## config.mk

```make
export PLATFORM = sky130hd
export DESIGN_NAME = mem_stage_ctrl_flat
export DESIGN_NICKNAME = d
export VERILOG_FILES = /design/src/rtl/lc3b_types.sv /design/src/rtl/mem_stage_ctrl_if.sv /design/src/rtl/mem_byte_align.sv /design/src/rtl/mem_stage_ctrl.sv /design/src/flat_wrapper.sv
export SDC_FILE = /design/constraint.sdc
export NUM_CORES = 1
export LEC_CHECK = 0
export CAP_MARGIN = 5
export CORE_UTILIZATION = 42
export DETAILED_ROUTE_END_ITERATION = 8
export PLACE_DENSITY_LB_ADDON = 0.1
export SYNTH_ARGS = -nofsm -noshare
export SYNTH_HDL_FRONTEND = slang
export SYNTH_HIERARCHICAL = 1
export SYNTH_SLANG_ARGS = --single-unit
export TNS_END_PERCENT = 50
```

## constraint.sdc

```tcl
create_clock -name clk -period 2 [get_ports clk]
set_input_delay 0.3 -clock clk [delete_from_list [all_inputs] [get_ports clk]]
set_output_delay 0.3 -clock clk [all_outputs]
set_load 0.1 [all_outputs]
```

## src/rtl/lc3b_types.sv

```systemverilog
// rtl/lc3b_types.sv - shared LC-3b word/control types and memory-stage state encoding
package lc3b_types;

    typedef logic [15:0] lc3b_word;

    typedef struct packed {
        logic mem_read;
        logic mem_write;
        logic mem_byte;
        logic mem_indirect;
    } lc3b_control;

    localparam int CONTROL_WIDTH = $bits(lc3b_control);

    typedef enum logic [1:0] {IDLE, PTR, DATA, DONE} mem_state_t;

    function automatic lc3b_word word_align(input lc3b_word a);
        return {a[15:1], 1'b0};
    endfunction

endpackage

```

## src/rtl/mem_stage_ctrl_if.sv

```systemverilog
// rtl/mem_stage_ctrl_if.sv - data-cache request/response port between memory stage and cache
interface mem_stage_ctrl_if;
    import lc3b_types::*;

    logic       dmem_read;
    logic       dmem_write;
    lc3b_word   dmem_address;
    lc3b_word   dmem_wdata;
    logic [1:0] dmem_byte_en;
    logic       dmem_resp;
    lc3b_word   dmem_rdata;

    modport master (
        output dmem_read, dmem_write, dmem_address, dmem_wdata, dmem_byte_en,
        input  dmem_resp, dmem_rdata
    );

    modport slave (
        input  dmem_read, dmem_write, dmem_address, dmem_wdata, dmem_byte_en,
        output dmem_resp, dmem_rdata
    );
endinterface

```

## src/rtl/mem_byte_align.sv

```systemverilog
// rtl/mem_byte_align.sv - byte-lane select/sign-extend for loads, lane replication and byte enables for stores
module mem_byte_align
    import lc3b_types::*;
(
    input  logic       is_byte_i,
    input  logic       addr_lsb_i,
    input  lc3b_word   rdata_i,
    input  lc3b_word   sr_i,
    output lc3b_word   load_data_o,
    output lc3b_word   store_data_o,
    output logic [1:0] byte_en_o
);
    logic [7:0] lane;

    assign lane         = addr_lsb_i ? rdata_i[15:8] : rdata_i[7:0];
    assign load_data_o  = is_byte_i ? {{8{lane[7]}}, lane} : rdata_i;
    assign store_data_o = is_byte_i ? {sr_i[7:0], sr_i[7:0]} : sr_i;
    assign byte_en_o    = is_byte_i ? (addr_lsb_i ? 2'b10 : 2'b01) : 2'b11;
endmodule

```

## src/rtl/mem_stage_ctrl.sv

```systemverilog
// rtl/mem_stage_ctrl.sv - EX/MEM consumer: runs direct and indirect data-memory accesses, stalls until done
// Optional stall-cycle counter enabled by defining MEM_STAGE_PERF_EN.
module mem_stage_ctrl
    import lc3b_types::*;
#(
    parameter int PERF_CNT_WIDTH = 16
) (
    input  logic                      clk,
    input  logic                      rst_n,
    input  lc3b_word                  exmem_ir,
    input  lc3b_word                  exmem_alu,
    input  lc3b_control               exmem_cw,
    input  lc3b_word                  exmem_sr,
    input  logic                      pipe_advance,
    mem_stage_ctrl_if.master          dmem,
    output logic                      stall,
    output lc3b_word                  mem_data,
    output logic [PERF_CNT_WIDTH-1:0] stall_count
);
    mem_state_t state_q;
    lc3b_word   ptr_q, addr_q, wdata_q, mem_data_q;
    logic       read_q, write_q;
    logic [1:0] be_q;

    logic       rd, wr, op;
    lc3b_word   ptr_src, data_addr, al_load, al_store;
    logic [1:0] al_be;
    logic       unused_ir;

    // Read wins when both read and write are set.
    assign rd = exmem_cw.mem_read;
    assign wr = exmem_cw.mem_write & ~exmem_cw.mem_read;
    assign op = rd | wr;
    assign unused_ir = ^exmem_ir;

    // While the pointer read completes, its data is forwarded so the data access issues next edge.
    assign ptr_src   = (state_q == PTR) ? word_align(dmem.dmem_rdata) : ptr_q;
    assign data_addr = exmem_cw.mem_indirect ? ptr_src :
                       (exmem_cw.mem_byte ? exmem_alu : word_align(exmem_alu));

    mem_byte_align u_align (
        .is_byte_i    (exmem_cw.mem_byte),
        .addr_lsb_i   (data_addr[0]),
        .rdata_i      (dmem.dmem_rdata),
        .sr_i         (exmem_sr),
        .load_data_o  (al_load),
        .store_data_o (al_store),
        .byte_en_o    (al_be)
    );

    always_ff @(posedge clk or negedge rst_n) begin
        if (!rst_n) begin
            state_q    <= IDLE;
            ptr_q      <= '0;
            addr_q     <= '0;
            wdata_q    <= '0;
            be_q       <= '0;
            read_q     <= 1'b0;
            write_q    <= 1'b0;
            mem_data_q <= '0;
        end else begin
            case (state_q)
                IDLE: if (op) begin
                    if (exmem_cw.mem_indirect) begin
                        state_q <= PTR;
                        read_q  <= 1'b1;
                        addr_q  <= word_align(exmem_alu);
                    end else begin
                        state_q <= DATA;
                        read_q  <= rd;
                        write_q <= wr;
                        addr_q  <= data_addr;
                        wdata_q <= wr ? al_store : '0;
                        be_q    <= wr ? al_be : '0;
                    end
                end
                PTR: if (dmem.dmem_resp) begin
                    ptr_q   <= word_align(dmem.dmem_rdata);
                    state_q <= DATA;
                    read_q  <= rd;
                    write_q <= wr;
                    addr_q  <= data_addr;
                    wdata_q <= wr ? al_store : '0;
                    be_q    <= wr ? al_be : '0;
                end
                DATA: if (dmem.dmem_resp) begin
                    read_q  <= 1'b0;
                    write_q <= 1'b0;
                    if (rd) mem_data_q <= al_load;
                    state_q <= DONE;
                end
                DONE: if (pipe_advance) state_q <= IDLE;
                default: state_q <= IDLE;
            endcase
        end
    end

    assign dmem.dmem_read    = read_q;
    assign dmem.dmem_write   = write_q;
    assign dmem.dmem_address = addr_q;
    assign dmem.dmem_wdata   = wdata_q;
    assign dmem.dmem_byte_en = be_q;
    assign mem_data          = mem_data_q;

    // Gated by rst_n so the IDLE decode term cannot raise stall while reset is held.
    assign stall = rst_n & (((state_q == IDLE) & op) | (state_q == PTR) | (state_q == DATA));

`ifdef MEM_STAGE_PERF_EN
    logic [PERF_CNT_WIDTH-1:0] cnt_q;

    always_ff @(posedge clk or negedge rst_n) begin
        if (!rst_n)
            cnt_q <= '0;
        else if (stall && (cnt_q != '1))
            cnt_q <= cnt_q + PERF_CNT_WIDTH'(1);
    end

    assign stall_count = cnt_q;
`else
    assign stall_count = '0;
`endif
endmodule

```

## src/flat_wrapper.sv

```systemverilog
// flat-port wrapper written by rule: the top's interface ports become plain ports
module mem_stage_ctrl_flat import lc3b_types::*;
#(
    parameter int PERF_CNT_WIDTH = 16
)
  (clk, rst_n, exmem_ir, exmem_alu, exmem_cw, exmem_sr, pipe_advance, stall, mem_data, stall_count, dmem_dmem_read, dmem_dmem_write, dmem_dmem_address, dmem_dmem_wdata, dmem_dmem_byte_en, dmem_dmem_resp, dmem_dmem_rdata);
  mem_stage_ctrl_if dmem_i ();
  input  logic clk;
  input  logic rst_n;
  input  lc3b_word exmem_ir;
  input  lc3b_word exmem_alu;
  input  lc3b_control exmem_cw;
  input  lc3b_word exmem_sr;
  input  logic pipe_advance;
  output logic stall;
  output lc3b_word mem_data;
  output logic [PERF_CNT_WIDTH-1:0] stall_count;
  output wire logic [$bits(dmem_i.dmem_read)-1:0] dmem_dmem_read;
  output wire logic [$bits(dmem_i.dmem_write)-1:0] dmem_dmem_write;
  output wire logic [$bits(dmem_i.dmem_address)-1:0] dmem_dmem_address;
  output wire logic [$bits(dmem_i.dmem_wdata)-1:0] dmem_dmem_wdata;
  output wire logic [$bits(dmem_i.dmem_byte_en)-1:0] dmem_dmem_byte_en;
  input wire logic [$bits(dmem_i.dmem_resp)-1:0] dmem_dmem_resp;
  input wire logic [$bits(dmem_i.dmem_rdata)-1:0] dmem_dmem_rdata;
  assign dmem_dmem_read = dmem_i.dmem_read;
  assign dmem_dmem_write = dmem_i.dmem_write;
  assign dmem_dmem_address = dmem_i.dmem_address;
  assign dmem_dmem_wdata = dmem_i.dmem_wdata;
  assign dmem_dmem_byte_en = dmem_i.dmem_byte_en;
  assign dmem_i.dmem_resp = dmem_dmem_resp;
  assign dmem_i.dmem_rdata = dmem_dmem_rdata;
  mem_stage_ctrl #(.PERF_CNT_WIDTH(PERF_CNT_WIDTH)) u_core (.clk(clk), .rst_n(rst_n), .exmem_ir(exmem_ir), .exmem_alu(exmem_alu), .exmem_cw(exmem_cw), .exmem_sr(exmem_sr), .pipe_advance(pipe_advance), .dmem(dmem_i), .stall(stall), .mem_data(mem_data), .stall_count(stall_count));
endmodule
```

**Run 1: signal wires on met2**

Scale bar: 20 um.
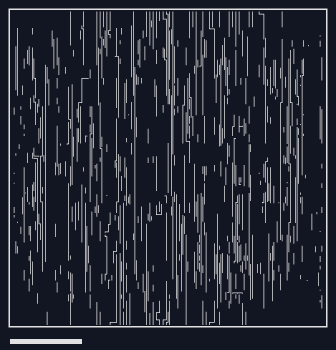
The wires run mostly vertical. 378 nets have wire on it. The layer holds 51% of the routed length.
DR vias: 2210
total wire length: 6660 um
met2 Use GR: 0.321

**Run 1: supply network**

Pins as bars on the die edge. Tap cells in grey.
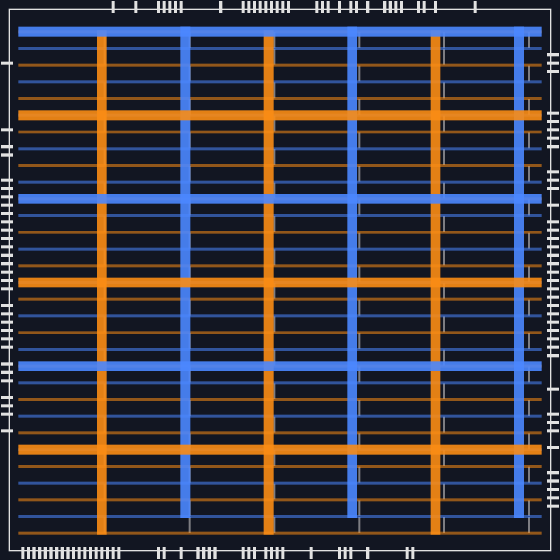
Orange marks VSS. Blue marks VDD.
31 met1 rails follow the rows. 6 straps on met4. 141 signal pins sit on the boundary.
Core Box Area: 6940 um^2
Die Wd: 87.9 um

==> flow_metrics.env, run 1 <==
# source this file to load flow results
export IMPL_slowest_stage="dfrtp_1"
export IMPL_grt_pass1_wl_um=10600
export IMPL_r2r_end="u_core/dmem.dmem_address[14]"
export IMPL_ff_latch_area_um2=1350
export IMPL_post_place_cells=461
export IMPL_htree_levels=2
export IMPL_top_cells_by_area="dfrtp_1 (44%), mux2_2 (24%), mux2i_1 (6.8%)"
export IMPL_max_slew_margin=0.522
export IMPL_gr_usage_met3=0.0528
export IMPL_final_nets=450
export IMPL_cts_resized=3
export IMPL_required_ns=1.70
export IMPL_cp_start_kind="flip-flop"
export IMPL_flop_cell="dfrtp_1"
export IMPL_clock_sinks=54
export IMPL_ys_async_sr_fraction=1.00
export IMPL_post_route_period_util=0.953
export IMPL_fp_util=0.446
export IMPL_rsz0062_at_grt="no"
export IMPL_compound_area_frac=0.0283
export IMPL_top_area_cell="dfrtp_1"
export IMPL_crit_arrival_ns=1.61
export IMPL_num_clock_buffers=6
export IMPL_fa_ha_area_frac=0.0243
export IMPL_comb_area_um2=1480
export IMPL_slew_violations=0
export IMPL_yosysWarnings=6
export IMPL_synth_edff_count=0
export IMPL_dr_wl_met2_um=3390
export IMPL_flops=54
export IMPL_layoutNonFillerInstCount=468
export IMPL_drive_gt1_frac=0.411
export IMPL_ys_cells=266
export IMPL_yosysUniqueCellTypes=32
export IMPL_antenna_found_initial=0
export IMPL_grt_busiest_layer="met2"
export IMPL_dp_slack_ns=0.0440
export IMPL_timing_critical_path_depth=5
export IMPL_setup_violations=0
export IMPL_final_common_cell="mux2_2"
export IMPL_gp_congestion=0.785
export IMPL_slowest_delay_ns=0.44
export IMPL_grt_max_degree=55
export IMPL_holdWs_ns=0.140
export IMPL_wire_per_inst_um=14.2
export IMPL_avgSynthCellArea_um2=11.6
export IMPL_grtUsageMet1=0.214
export IMPL_fin_area_um2=4230
export IMPL_maxCapViolations=0
export IMPL_drc=0
export IMPL_ys_sh_xor=0
export IMPL_top_cell="mux2_2"
export IMPL_clock_latency_ns=0.30
export IMPL_final_nonclk_buf_share=0.257
export IMPL_path_class="reg -> out"
export IMPL_nMultiInputCombCells=171
export IMPL_drtIter0Drc=49
export IMPL_finalHoldViolCount=0
export IMPL_clk_share=0.0266
export IMPL_worstMarginPinSlew_ns=0.717
export IMPL_worst_slack_ns=0.0940
export IMPL_top_cells_by_count="mux2_2 (66), dfrtp_1 (54), buf_4 (24)"
export IMPL_worst_r2r_cell_count=6
export IMPL_tns_ns=0
export IMPL_netlist_instances=266
export IMPL_cts_setup_buffers=0
export IMPL_ys_sh_simple=0.0829
export IMPL_finClkSkew_ns=0.00411
export IMPL_pin_count=141
export IMPL_max_freq_mhz=525
export IMPL_worst_path_max_fanout=7
export IMPL_yosysTopAreaCellShare=0.437
export IMPL_ff2ff_setup_slack_ns=0.17
export IMPL_min_period_ns=1.91
export IMPL_nonClockInverterCount=21
export IMPL_dp_hpwl_um=4900
export IMPL_grt_overflow=0
export IMPL_rows=30
export IMPL_synth_seq_share=0.437
export IMPL_drt_pass1_iter_count=3
export IMPL_num_antenna_cells=0
export IMPL_die_area_um2=7720
export IMPL_status="complete, no violations"
export IMPL_wl_met1_um=2770
export IMPL_grt_pass1_vias=2272
export IMPL_area_growth_pct=36.7
export IMPL_largestClassByArea="multi-input combinational cells"
export IMPL_layout_top_cells="mux2_2 (66), buf_4 (59), clkdlybuf4s50_1 (54), dfrtp_1 (54), mux2i_1 (21)"
export IMPL_ys_area_um2=3100
export IMPL_r2r_start="u_core/state_q[0]"
**Run 1: cell outlines without signal wires**

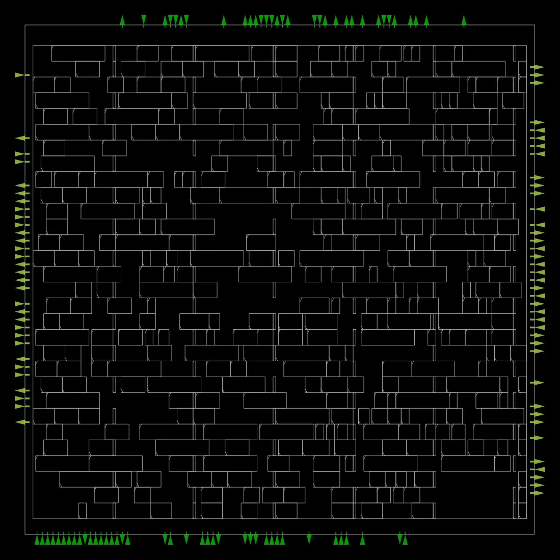
Core Util, Final: 0.609
tap cells: 96
Seq/total area: 0.319

==> inputs of run 2 (changes only) <==
--- a/config.mk
+++ b/config.mk
@@ -5,8 +5,9 @@
 export SDC_FILE = /design/constraint.sdc
 export NUM_CORES = 1
 export LEC_CHECK = 0
-export CAP_MARGIN = 5
+export CAP_MARGIN = 20
 export CORE_UTILIZATION = 42
+export CTS_BUF_LIST = sky130_fd_sc_hd__clkbuf_4
 export DETAILED_ROUTE_END_ITERATION = 8
 export PLACE_DENSITY_LB_ADDON = 0.1
 export SYNTH_ARGS = -nofsm -noshare
**Run 2: cells coloured by class**

Scale bar: 20 um. Fill, decap, tap and diode cells in grey.
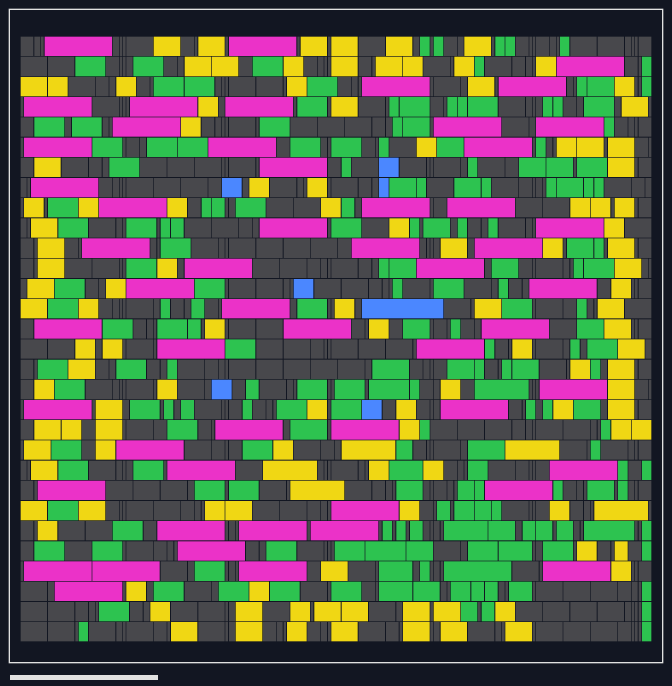
Green marks combinational and other logic, cells 192, share of their area 38%. Yellow marks other buffers and delay cells, cells 121, share of their area 27%. Magenta marks flops, cells 54, share of their area 33%. Blue marks clock drivers and dummy loads, cells 7, share of their area 1.7%.
FP Rows: 30
Seq/total area: 0.321
post-route cell area: 4210 um^2
Core Util, Final: 0.606

**Run 2: clock network drawn from the DEF**

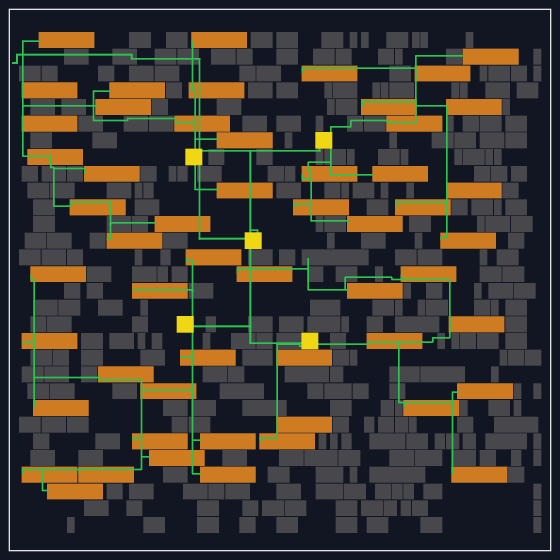
Orange marks flip-flops, count 54. Green marks clock wires, length 700 um. Yellow marks clock drivers, count 5.
There are 6 routed clock nets. Position of the flops: spread over the die.
clock skew: 0.00494 ns
Insertion Delay late pin: 0.36 ns

==> flow_metrics.env, run 2 <==
# source this file to load flow results
export IMPL_final_common_cell="mux2_2"
export IMPL_max_slew_margin=0.521
export IMPL_post_place_cells=461
export IMPL_top_cells_by_count="mux2_2 (66), dfrtp_1 (54), buf_4 (24)"
export IMPL_dr_total_vias=2218
export IMPL_comb_area_um2=1480
export IMPL_yosysWarnings=6
export IMPL_ff_latch_area_um2=1350
export IMPL_die_w_um=87.9
export IMPL_slew_violations=0
export IMPL_nMultiInputCombCells=171
export IMPL_clk_share=0.0169
export IMPL_avgSynthCellArea_um2=11.6
export IMPL_synth_edff_count=0
export IMPL_maxCapViolations=0
export IMPL_slowest_stage="dfrtp_1"
export IMPL_die_area_um2=7720
export IMPL_cp_startpoint="u_core/state_q[0]"
export IMPL_htree_levels=2
export IMPL_compound_area_frac=0.0283
export IMPL_setup_violations=0
export IMPL_grt_pass1_wl_um=10700
export IMPL_drc=0
export IMPL_path_class="reg -> out"
export IMPL_ys_sh_simple=0.0829
export IMPL_layoutNonFillerInstCount=470
export IMPL_netlist_instances=266
export IMPL_cp_num_buf_inv=2
export IMPL_fa_ha_area_frac=0.0243
export IMPL_grt_busiest_layer="met2"
export IMPL_grt_pass1_vias=2273
export IMPL_nNonClkBuffers=121
export IMPL_nonClockInverterCount=21
export IMPL_worstPathCellList="buf_4, ha_2, nor2_1, a21boi_4, buf_12"
export IMPL_r2r_end="u_core/dmem.dmem_address[14]"
export IMPL_mux_share=0.312
export IMPL_worst_r2r_cell_count=6
export IMPL_dp_hpwl_um=4900
export IMPL_tapCellCount=96
export IMPL_yosysUniqueCellTypes=32
export IMPL_layout_top_cells="mux2_2 (66), buf_4 (61), clkdlybuf4s50_1 (54), dfrtp_1 (54), mux2i_1 (21)"
export IMPL_grt_max_degree=55
export IMPL_gr_usage_met3=0.0500
export IMPL_cts_tree="built"
export IMPL_finalHoldViolCount=0
export IMPL_flop_cell="dfrtp_1"
export IMPL_post_route_period_util=0.963
export IMPL_clock_root_buffer="clkbuf_4"
export IMPL_dr_wl_met2_um=3360
export IMPL_top_cell="mux2_2"
export IMPL_core_um2=6940
export IMPL_avgViaCountPerCell=4.72
export IMPL_die_h_um=87.9
export IMPL_placed_area_um2=4100
export IMPL_status="complete, no violations"
export IMPL_holdWs_ns=0.0536
export IMPL_r2r_start="u_core/state_q[0]"
export IMPL_yosysTopAreaCellShare=0.437
export IMPL_ys_async_sr_fraction=1.00
export IMPL_timing_critical_path_depth=5
export IMPL_grt_overflow=0
export IMPL_fp_util=0.446
export IMPL_dp_slack_ns=0.0440
export IMPL_worst_path_max_fanout=3
export IMPL_num_clock_buffers=5
export IMPL_ys_cells=266
export IMPL_largestClassByArea="multi-input combinational cells"
export IMPL_grtUsageMet1=0.217
export IMPL_clock_sinks=54
export IMPL_tns_ns=0
export IMPL_num_antenna_cells=0
export IMPL_logic_family="multiplexers"
export IMPL_final_nonclk_buf_share=0.262
export IMPL_cts_resized=5
export IMPL_antenna_found_initial=0
export IMPL_syn_area_um2=3100
export IMPL_warnings=47
export IMPL_synth_seq_share=0.437
export IMPL_slowest_delay_ns=0.44
export IMPL_cts_setup_buffers=2
export IMPL_final_nets=452
export IMPL_top_cells_by_area="dfrtp_1 (44%), mux2_2 (24%), mux2i_1 (6.8%)"
export IMPL_ys_sh_xor=0
export IMPL_drive_gt1_frac=0.414
export IMPL_ant_nets=0
export IMPL_rsz0062_at_grt="no"
export IMPL_flops=54
export IMPL_drt_pass1_iter_count=4
export IMPL_max_freq_mhz=519
export IMPL_worstMarginPinSlew_ns=0.718
export IMPL_drtIter0Drc=48
export IMPL_postCtsHoldBufs=0
export IMPL_gr_usage_met2=0.323
export IMPL_area_growth_pct=35.9
export IMPL_routed_wl_um=6710
export IMPL_pin_count=141
export IMPL_end_kind="primary output"
export IMPL_min_period_ns=1.93
export IMPL_required_ns=1.70
export IMPL_critical_path_top_delay_family="flip-flops"
export IMPL_gp_congestion=0.785
export IMPL_top_area_cell="dfrtp_1"
export IMPL_cp_start_kind="flip-flop"
export IMPL_ys_area_um2=3100
export IMPL_wl_met1_um=2770
export IMPL_worst_slack_ns=0.0737
export IMPL_wire_per_inst_um=14.3
export IMPL_ff2ff_setup_slack_ns=0.11
export IMPL_crit_arrival_ns=1.63
